==> config.mk <==
export PLATFORM = sky130hd
export DESIGN_NAME = simple_data_mem
export DESIGN_NICKNAME = d
export VERILOG_FILES = /design/src/rtl/simple_data_mem.sv
export SDC_FILE = /design/constraint.sdc
export NUM_CORES = 1
export LEC_CHECK = 0
export CAP_MARGIN = 30
export CORE_UTILIZATION = 55
export DETAILED_ROUTE_END_ITERATION = 10
export GPL_TIMING_DRIVEN = 0
export PLACE_DENSITY = 0.74
export SLEW_MARGIN = 15
export SYNTH_ARGS = -nofsm -noshare
export SYNTH_HDL_FRONTEND = slang
export SYNTH_SLANG_ARGS = --single-unit
==> constraint.sdc <==
create_clock -name clk -period 8.5 [get_ports clk]
set_input_delay 1.7 -clock clk [delete_from_list [all_inputs] [get_ports clk]]
set_output_delay 1.7 -clock clk [all_outputs]
set_load 0.02 [all_outputs]
==> src/rtl/simple_data_mem.sv <==
// Single-port word memory with valid/ready request and response channels and byte-lane writes.
// Latency: resp_valid rises RD_LATENCY cycles after the request handshake edge (reads and writes).
// Backpressure: one transaction in flight; req_ready stays low until the response is taken by resp_ready.
module simple_data_mem #(
    parameter int DATA_W     = 32,
    parameter int ADDR_W     = 32,
    parameter int DEPTH      = 16,
    parameter int RD_LATENCY = 1
) (
    input  logic                clk,
    input  logic                rst_n,
    input  logic                req_valid,
    output logic                req_ready,
    input  logic                req_we,
    input  logic [ADDR_W-1:0]   req_addr,
    input  logic [DATA_W-1:0]   req_wdata,
    input  logic [DATA_W/8-1:0] req_be,
    output logic                resp_valid,
    input  logic                resp_ready,
    output logic [DATA_W-1:0]   resp_rdata,
    output logic                resp_err
);
    localparam int BE_W  = DATA_W / 8;
    localparam int OFF   = $clog2(BE_W);
    localparam int IDX_W = $clog2(DEPTH);
    localparam int CNT_W = 3;
    localparam logic [ADDR_W-1:0] LANE_MASK = ADDR_W'((1 << OFF) - 1);
    localparam logic [ADDR_W-1:0] DEPTH_A   = ADDR_W'(DEPTH);
    localparam logic [CNT_W-1:0]  WAIT_INIT = CNT_W'(RD_LATENCY - 1);

    typedef enum logic [1:0] {IDLE, WAIT, RESP} state_t;

    typedef struct packed {
        logic              err;
        logic [DATA_W-1:0] rdata;
    } resp_t;

    function automatic logic [DATA_W-1:0] boot_word(input logic [IDX_W-1:0] idx);
        logic [DATA_W-1:0] w;
        w = '0;
        case (32'(idx))
            0:       w = DATA_W'(10);
            1:       w = DATA_W'(20);
            2:       w = DATA_W'(99);
            3:       w = DATA_W'(123);
            default: w = '0;
        endcase
        return w;
    endfunction

    state_t             state_q, state_d;
    logic [CNT_W-1:0]   cnt_q, cnt_d;
    resp_t              resp_q, resp_d;

    logic [ADDR_W-1:0]  word_full;
    logic [IDX_W-1:0]   word_idx;
    logic [IDX_W-1:0]   safe_idx;
    logic               misaligned;
    logic               out_of_range;
    logic               acc_err;
    logic               accept;

    logic [DATA_W-1:0]  mem_q [DEPTH];
    logic [DATA_W-1:0]  rd_word;
    logic [DATA_W-1:0]  wr_word;

    // Address decode; an erroring address never reaches the array index.
    assign word_full    = req_addr >> OFF;
    assign word_idx     = word_full[IDX_W-1:0];
    assign misaligned   = |(req_addr & LANE_MASK);
    assign out_of_range = word_full >= DEPTH_A;
    assign acc_err      = misaligned | out_of_range;
    assign safe_idx     = acc_err ? '0 : word_idx;
    assign accept       = req_valid & req_ready;

    // The array stores contents XORed with the boot image, so the all-zero
    // power-up state of unreset storage reads back as the boot image.
    assign rd_word = mem_q[safe_idx] ^ boot_word(safe_idx);

    always_comb begin
        wr_word = rd_word;
        for (int i = 0; i < BE_W; i++) begin
            if (req_be[i]) begin
                wr_word[8*i +: 8] = req_wdata[8*i +: 8];
            end
        end
    end

    always_ff @(posedge clk) begin
        if (accept && req_we && !acc_err) begin
            mem_q[safe_idx] <= wr_word ^ boot_word(safe_idx);
        end
    end

    always_comb begin
        state_d    = state_q;
        cnt_d      = cnt_q;
        resp_d     = resp_q;
        req_ready  = 1'b0;
        resp_valid = 1'b0;
        case (state_q)
            IDLE: begin
                req_ready = 1'b1;
                if (req_valid) begin
                    resp_d.err   = acc_err;
                    resp_d.rdata = (acc_err || req_we) ? '0 : rd_word;
                    if (RD_LATENCY == 1) begin
                        state_d = RESP;
                    end else begin
                        state_d = WAIT;
                        cnt_d   = WAIT_INIT;
                    end
                end
            end
            WAIT: begin
                cnt_d = cnt_q - CNT_W'(1);
                if (cnt_q <= CNT_W'(1)) begin
                    state_d = RESP;
                end
            end
            RESP: begin
                resp_valid = 1'b1;
                if (resp_ready) begin
                    state_d = IDLE;
                    resp_d  = '0;
                end
            end
            default: begin
                state_d = IDLE;
            end
        endcase
    end

    always_ff @(posedge clk or negedge rst_n) begin
        if (!rst_n) begin
            state_q <= IDLE;
            cnt_q   <= '0;
            resp_q  <= '0;
        end else begin
            state_q <= state_d;
            cnt_q   <= cnt_d;
            resp_q  <= resp_d;
        end
    end

    assign resp_rdata = resp_q.rdata;
    assign resp_err   = resp_q.err;

endmodule

Fig. 1: run 1, the clock network
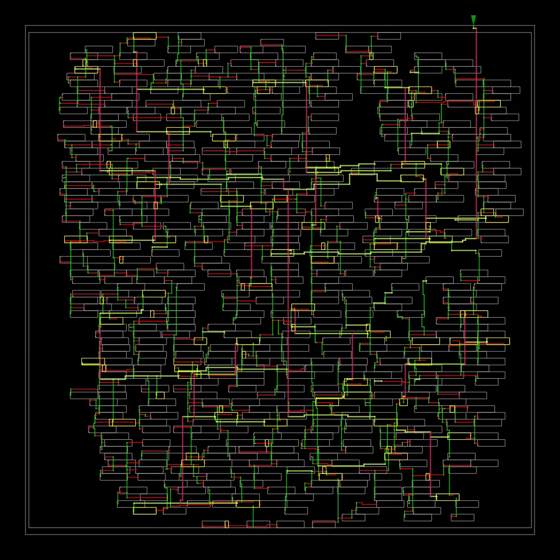
Power Clock: 2.27 mW
tally of clock buffers in the finished layout: 76
Worst Skew: 21.3 ps
Inserted Clock Buffers: 52
flip-flops: 546

Fig. 2: run 1, I/O pins on the die edge
Scale bar: 50 um. Pins as bars across the die edge, other pins in grey.
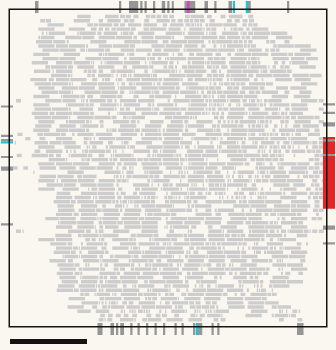
legend:
  `req_be`:
    colour: cyan
    pins: 4
    direction: input
    edge: 2 north, 1 south, 1 west
  `resp_valid`:
    colour: magenta
    pins: 1
    direction: output
    edge: north
  `req_addr`:
    colour: red
    pins: 32
    direction: input
    edge: east
height of the die: 204 um
Port Buffers: 101

Fig. 3: run 1, gate families picked out
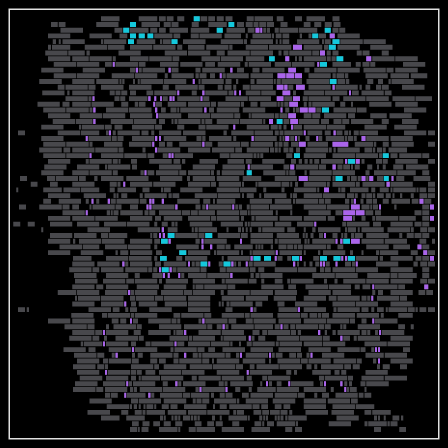
legend:
  nor cells:
    colour: purple
    cells: 184
    most_used: nor2_1
  non-inverting ao/oa cells:
    colour: cyan
    cells: 41
    most_used: a41o_1
number of standard cells in the layout, taps in and fillers out: 2236
dominant logic cell type in the layout: edfxtp_1
logic share of the area: 0.219

==> impl_metrics.csv, run 1 <==
group,metric,value,unit
run_status,outcome,"finished, final reports clean",
timing,final-max-slew-violation-count,0,
floorplanning,dieWidth,204,um
pwr,reported_combinational_group_power,0.283,mW
grt,maximum_number_of_pins_on_one_net_before_global_route_repair,22,
timing,grt_setup_unrepaired,"no",
timing,fin_hold_ws,479,ps
synthesis,post_synth_inst_count,1440,
synthesis,ys.flops,546,
pwr,p_per_area,207,nW/um^2
clock_tree,postCtsHoldBufs,0,
critical_path,required,8780,ps
clock_tree,post_cts.repair.setup_buffers,0,
pwr,power.static_leakage,9.04,nW
grt,grt_overflow_total,0,
grt,global_route_wire_length_before_repair,91600,um
pwr,worst_ir_drop_vdd,0.186,mV
finish,drive_gt1_frac,0.158,
critical_path,cp_common_cell,"buf_2",
pwr,switching_power,1.17,mW
synthesis,post-synth-top-area-cell,"edfxtp_1",
critical_path,worstSetupPathType,"in -> reg",
floorplanning,fp-utilization,0.562,
pwr,total_power,5.50,mW
timing,fmax,167,MHz
detailed_routing,total_routed_length,62200,um
floorplanning,design.portCount,108,
synthesis,ys.warnings.count,0,
synthesis,syn_nets,1513,
finish,largest_register,"mem_q",
timing,final_min_period_over_clock_period,0.705,
synthesis,proportion_of_synthesized_chip_area_in_sequential_cells,0.722,
synthesis,yosysCellCount,1440,
clock_tree,tritoncts,"yes",
finish,area_delta_synth_final,18.2,%
clock_tree,ctsLongestPathBuffers,3,
synthesis,synth_async_sr_flop_share,0.0623,
finish,number_of_flip_flops_under_the_largest_register_name,512,
synthesis,netlist-cell-type-count,65,
detailed_routing,drt_first_iter_violations,2036,
timing,final_hold_viol_count,0,
pwr,share_clk_of_total_power,0.413,
timing,fin_setup_tns,0,ps
finish,layout.nets,1740,
grt,antenna_found_initial,0,
detailed_routing,final_routed_wire_length_divided_by_cell_count,27.8,um
grt,globalRouteTotalUtil,0.304,
clock_tree,clkLatencyLatePin,610,ps
synthesis,edf_count,512,
critical_path,cp_cell_sequence,"clkdlybuf4s50_1, nor4_1, nand3_2, nor3_4, buf_2, nand3_1, nor4_2, buf_2, buf_4, buf_2, buf_2",
placement,total_placed_instance_area,24800,um^2
synthesis,netlist_area,22500,um^2
clock_tree,root_buffer,"clkbuf_16",
critical_path,timing.critical_path.arrival,6270,ps
pwr,top_power_group,"registers",
flow_run,cap_viol_max_count,0,
synthesis,syn-mean-instance-area,15.6,um^2
floorplanning,floorplan.core_area,40000,um^2
finish,finalCoreUtilization,0.664,
detailed_routing,drcViolationCount,0,
placement,gp_congestion,0.903,
finish,final_cell_area,26600,um^2
pwr,comb_power_share,0.052,
synthesis,netlist_top_cells_count,"edfxtp_1, nor2_1, mux2i_1",
clock_tree,clkSlewWorstSetupHoldPaths,60,ps
detailed_routing,detailroute.via_count,14716,
timing,worst_tran_pin_value,1070,ps
pwr,p_int,4.33,mW
pwr,seq_cell_power,2.95,mW
critical_path,worstSetupStartpointType,"primary input",
synthesis,synth_top_cell_by_count,"edfxtp_1",
clock_tree,cts_resized,0,
detailed_routing,postRouteAntennaNets,0,
clock_tree,h-tree-depth,2,
timing,worst_path_setup_slack_after_routing,2510,ps
critical_path,critPathMaxStageDelay,840,ps
critical_path,crit_family,"simple AND/OR/NAND/NOR gates",
timing,setup_viol_count_final,0,
grt,first_global_vias,14499,
clock_tree,cts.sinks,546,
min_path,worstHoldPathType,"reg -> reg",
critical_path,slowest_stage,"nor4_1",
critical_path,critPathCaptureType,"register",
detailed_routing,drtPass1Iterations,9,
placement,placed_cells_incl_taps,2130,
floorplanning,die_area,41700,um^2
pwr,power_switching_share,0.212,
detailed_routing,avgViaCountPerCell,6.58,
synthesis,top_cell_area_share,0.684,
placement,dp_slack,2110,ps
placement,hpwlAfterDp,42300,um
floorplanning,row_count,73,
finish,mostFrequentLayoutCells,"edfxtp_1, nor2_1, mux2i_1",
timing,timing.slew.headroom,0.283,
synthesis,postSynth.topFlopCell,"edfxtp_1",
pwr,seqPwrFrac,0.536,
synthesis,netlist_top_cells_area,"edfxtp_1, mux2i_1, dfrtp_1, mux4_2, nor2_1",
synthesis,yosysChipArea,22500,um^2
## run 1: layer usage
| metal | share of wire | vias to the layer above | global-route usage | wire length (um) |
|---|---|---|---|---|
| li1 | - | 6197 | - | - |
| met1 | 0.38 | 7273 | 0.412 | 23400 |
| met2 | 0.46 | 1019 | 0.474 | 28900 |
| met3 | 0.11 | 227 | 0.0630 | 6730 |
| met4 | 0.050 | 0 | 0.140 | 3130 |
| met5 | 0 | - | 0 | 0 |
## run 1: worst paths after layout
check	startpoint	to	slack, ps	cells past startpoint
setup / recovery	req_addr[7]	mem_q[11][10]$_DFFE_PP_	2510	11
hold / removal	resp_rdata[24]$_DFFE_PN0P_	resp_rdata[24]$_DFFE_PN0P_	480	2
setup reg to reg	state_q[1]$_DFFE_PN0P_	mem_q[11][10]$_DFFE_PP_	5570	7
hold reg to reg	resp_rdata[24]$_DFFE_PN0P_	resp_rdata[24]$_DFFE_PN0P_	480	2
max in group asynchronous	rst_n	resp_rdata[25]$_DFFE_PN0P_	6960	2
min in group asynchronous	rst_n	resp_rdata[28]$_DFFE_PN0P_	1040	1
## run 1: final cells by class
class	instances	area, um^2
fillers	2711	13500
flip-flops and latches	546	16200
clock buffers	76	1470
diodes	1	2.50
multi-input cells	770	5800
plain buffers	101	464
clock inverters	21	174
inverters	23	86.3
well taps	525	657
repair buffers	173	1670
## run 1: worst min-delay path, cell delays in order (launching register included)
cell	delay [ps]
dfrtp_1	340
nand2_1	50
o21ai_0	60
## run 1: kinds of logic (layout without fill, tap and decap cells)
family                    count (synthesis)  in the layout  synth area share
other                                     0              1                 0
and+or+nand+nor                         281            281            0.0625
DFF                                     546            546             0.722
buffers and inverters                   124            394            0.0245
muxes                                   177            177            0.0945
AOI/OAI and AO/OA                       305            305            0.0935
xor gates and xnor gates                  7              7           0.00273
==> run 1 -> run 2 <==
==> constraint.sdc (replaced) <==
create_clock -name clk -period 6.1 [get_ports clk]
set_input_delay 1.22 -clock clk [delete_from_list [all_inputs] [get_ports clk]]
set_output_delay 1.22 -clock clk [all_outputs]
set_load 0.02 [all_outputs]
Fig. 4: run 2, the clock network
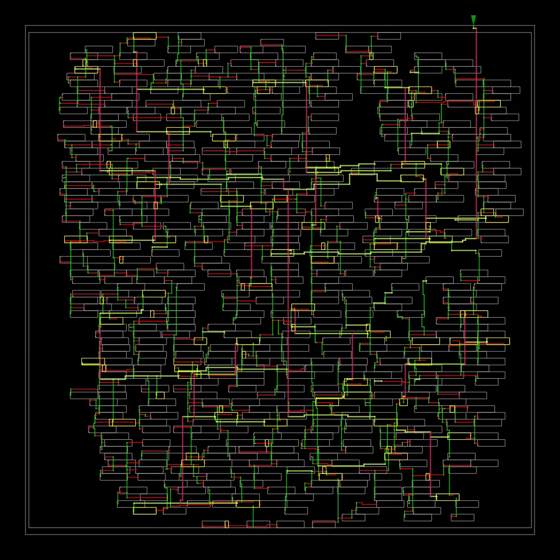
total clock sinks: 546
Power Clock: 3.16 mW
Clock Latency Late Sink: 610 ps

==> run 2 against run 1 <==
Against the previous run: routed wire length unchanged; final cell count stayed put; largest cell class unchanged; design area did not move; critical endpoint unchanged; sequential share of layout area stayed put.
==> impl_metrics.csv, run 2 <==
group,metric,value,unit
synthesis,edf_count,512,
timing,fin_hold_ws,479,ps
pwr,worst_ir_drop_vdd,0.259,mV
detailed_routing,met3_length,6730,um
finish,layout_top_cell_excl_fill_tap,"edfxtp_1",
synthesis,ys.warnings.count,0,
grt,antenna_found_initial,0,
critical_path,slowest_stage,"nor4_1",
finish,drive_gt1_frac,0.158,
clock_tree,h-tree-depth,2,
clock_tree,cts_resized,0,
grt,globalRouteTotalUtil,0.304,
detailed_routing,avgViaCountPerCell,6.58,
placement,place.port_buffers,101,
synthesis,netlist_top_cells_count,"edfxtp_1, nor2_1, mux2i_1",
min_path,worstHoldPathType,"reg -> reg",
floorplanning,row_count,73,
grt,grt_overflow_total,0,
finish,layoutNonFillerInstCount,2236,
critical_path,timing.critical_path.arrival,5790,ps
floorplanning,floorplan.core_area,40000,um^2
synthesis,yosysChipArea,22500,um^2
detailed_routing,total_routed_length,62200,um
synthesis,yosysCellCount,1440,
timing,timing.slew.headroom,0.283,
synthesis,netlist_area,22500,um^2
pwr,p_per_area,289,nW/um^2
critical_path,critPathMaxStageDelay,840,ps
timing,worst_path_setup_slack_after_routing,589,ps
synthesis,post-synth-top-area-cell,"edfxtp_1",
floorplanning,dieWidth,204,um
detailed_routing,met2RoutedLength,28900,um
finish,combinational_cell_area_excluding_buffers_and_inverters,5800,um^2
grt,grt.busiest_layer,"met2",
pwr,total_power,7.66,mW
placement,gp_congestion,0.903,
timing,grt_setup_unrepaired,"no",
clock_tree,post_cts.repair.setup_buffers,0,
finish,finalCoreUtilization,0.664,
clock_tree,ctsLongestPathBuffers,3,
synthesis,netlist_top_cells_area,"edfxtp_1, mux2i_1, dfrtp_1, mux4_2, nor2_1",
synthesis,syn_nets,1513,
timing,final_min_period_over_clock_period,0.903,
grt,met1_usage,0.412,
detailed_routing,drcViolationCount,0,
detailed_routing,drt_first_iter_violations,2036,
critical_path,worstSetupPathType,"in -> reg",
finish,layout.nets,1740,
placement,placed_cells_incl_taps,2130,
synthesis,synth_top_cell_by_count,"edfxtp_1",
flow_run,cap_viol_max_count,0,
finish,largest_register,"mem_q",
timing,final_hold_viol_count,0,
detailed_routing,wl_met1,23400,um
critical_path,cp_cell_sequence,"clkdlybuf4s50_1, nor4_1, nand3_2, nor3_4, buf_2, nand3_1, nor4_2, buf_2, buf_4, buf_2, buf_2",
synthesis,postSynth.topFlopCell,"edfxtp_1",
grt,global_route_wire_length_before_repair,91600,um
synthesis,netlist-cell-type-count,65,
timing,final-max-slew-violation-count,0,
placement,hpwlAfterDp,42300,um
clock_tree,postCtsHoldBufs,0,
detailed_routing,postRouteAntennaNets,0,
timing,fmax,181,MHz
clock_tree,clkSlewWorstSetupHoldPaths,60,ps
grt,maximum_number_of_pins_on_one_net_before_global_route_repair,22,
detailed_routing,final_routed_wire_length_divided_by_cell_count,27.8,um
finish,number_of_filler_cells_placed_in_the_layout,2711,
critical_path,critPathCaptureType,"register",
run_status,outcome,"finished, final reports clean",
Fig. 5: run 2, layout detail
Scale bar: 5 um. Window x 92 to 112, y 133 to 153 um. Cells in grey, sequential cells in the stronger grey; small squares are vias.
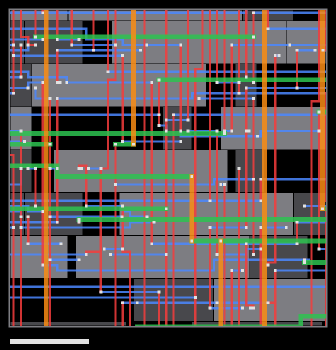
legend:
  M1:
    colour: blue
  M3:
    colour: green
  M2:
    colour: red
  M4:
    colour: orange
cells with their middle in the window: 17
most frequent: edfxtp_1 (7), mux2i_1 (3), a21oi_1 (3)
sequential cells in the window: 7
netlist names of flops here include: `mem_q` (7)

[run 2: worst paths after layout]
check                                           startpoint                    endpoint  slack (ps)  cells past startpoint
worst max-delay path                           req_addr[7]     mem_q[11][10]$_DFFE_PP_         590                     11
worst min-delay path            resp_rdata[24]$_DFFE_PN0P_  resp_rdata[24]$_DFFE_PN0P_         480                      2
worst max register to register      state_q[1]$_DFFE_PN0P_     mem_q[11][10]$_DFFE_PP_        3170                      7
worst min register to register  resp_rdata[24]$_DFFE_PN0P_  resp_rdata[24]$_DFFE_PN0P_         480                      2
max in group asynchronous                            rst_n  resp_rdata[25]$_DFFE_PN0P_        5040                      2
min in group asynchronous                            rst_n  resp_rdata[28]$_DFFE_PN0P_         560                      1
[run 2: kinds of logic after synthesis]
group / Yosys count / share of synthesized area
flip-flops: 546 / 0.722
AND-OR/OR-AND: 305 / 0.0935
AND/OR/NAND/NOR: 281 / 0.0625
multiplexers: 177 / 0.0945
buffers and inverters: 124 / 0.0245
XOR/XNOR: 7 / 0.00273
[run 2: tightest hold or removal path, delay by kind of cell (launching register included)]
family	cells	cell delay, ps
AOI/OAI and AO/OA	1	60
DFF	1	340
and+or+nand+nor	1	50
[run 2: cell type report]
type	count	area share
repair buffers	173	0.0629
well taps	525	0.0247
clock buffers	76	0.0555
flip-flops and latches	546	0.611
multi-input cells	770	0.219
diodes	1	0.0000942
plain buffers	101	0.0175
inverters	23	0.00325
clock inverters	21	0.00655
[run 2: where the power goes]
part / leakage [nW] / internal, mW / switching [mW] / total (mW)
Clock: 0.805 / 1.79 / 1.37 / 3.16
Sequential: 5.08 / 4.10 / 0.00261 / 4.11
Combinational: 3.16 / 0.140 / 0.255 / 0.395
Power is estimated from default activity; no workload was simulated.
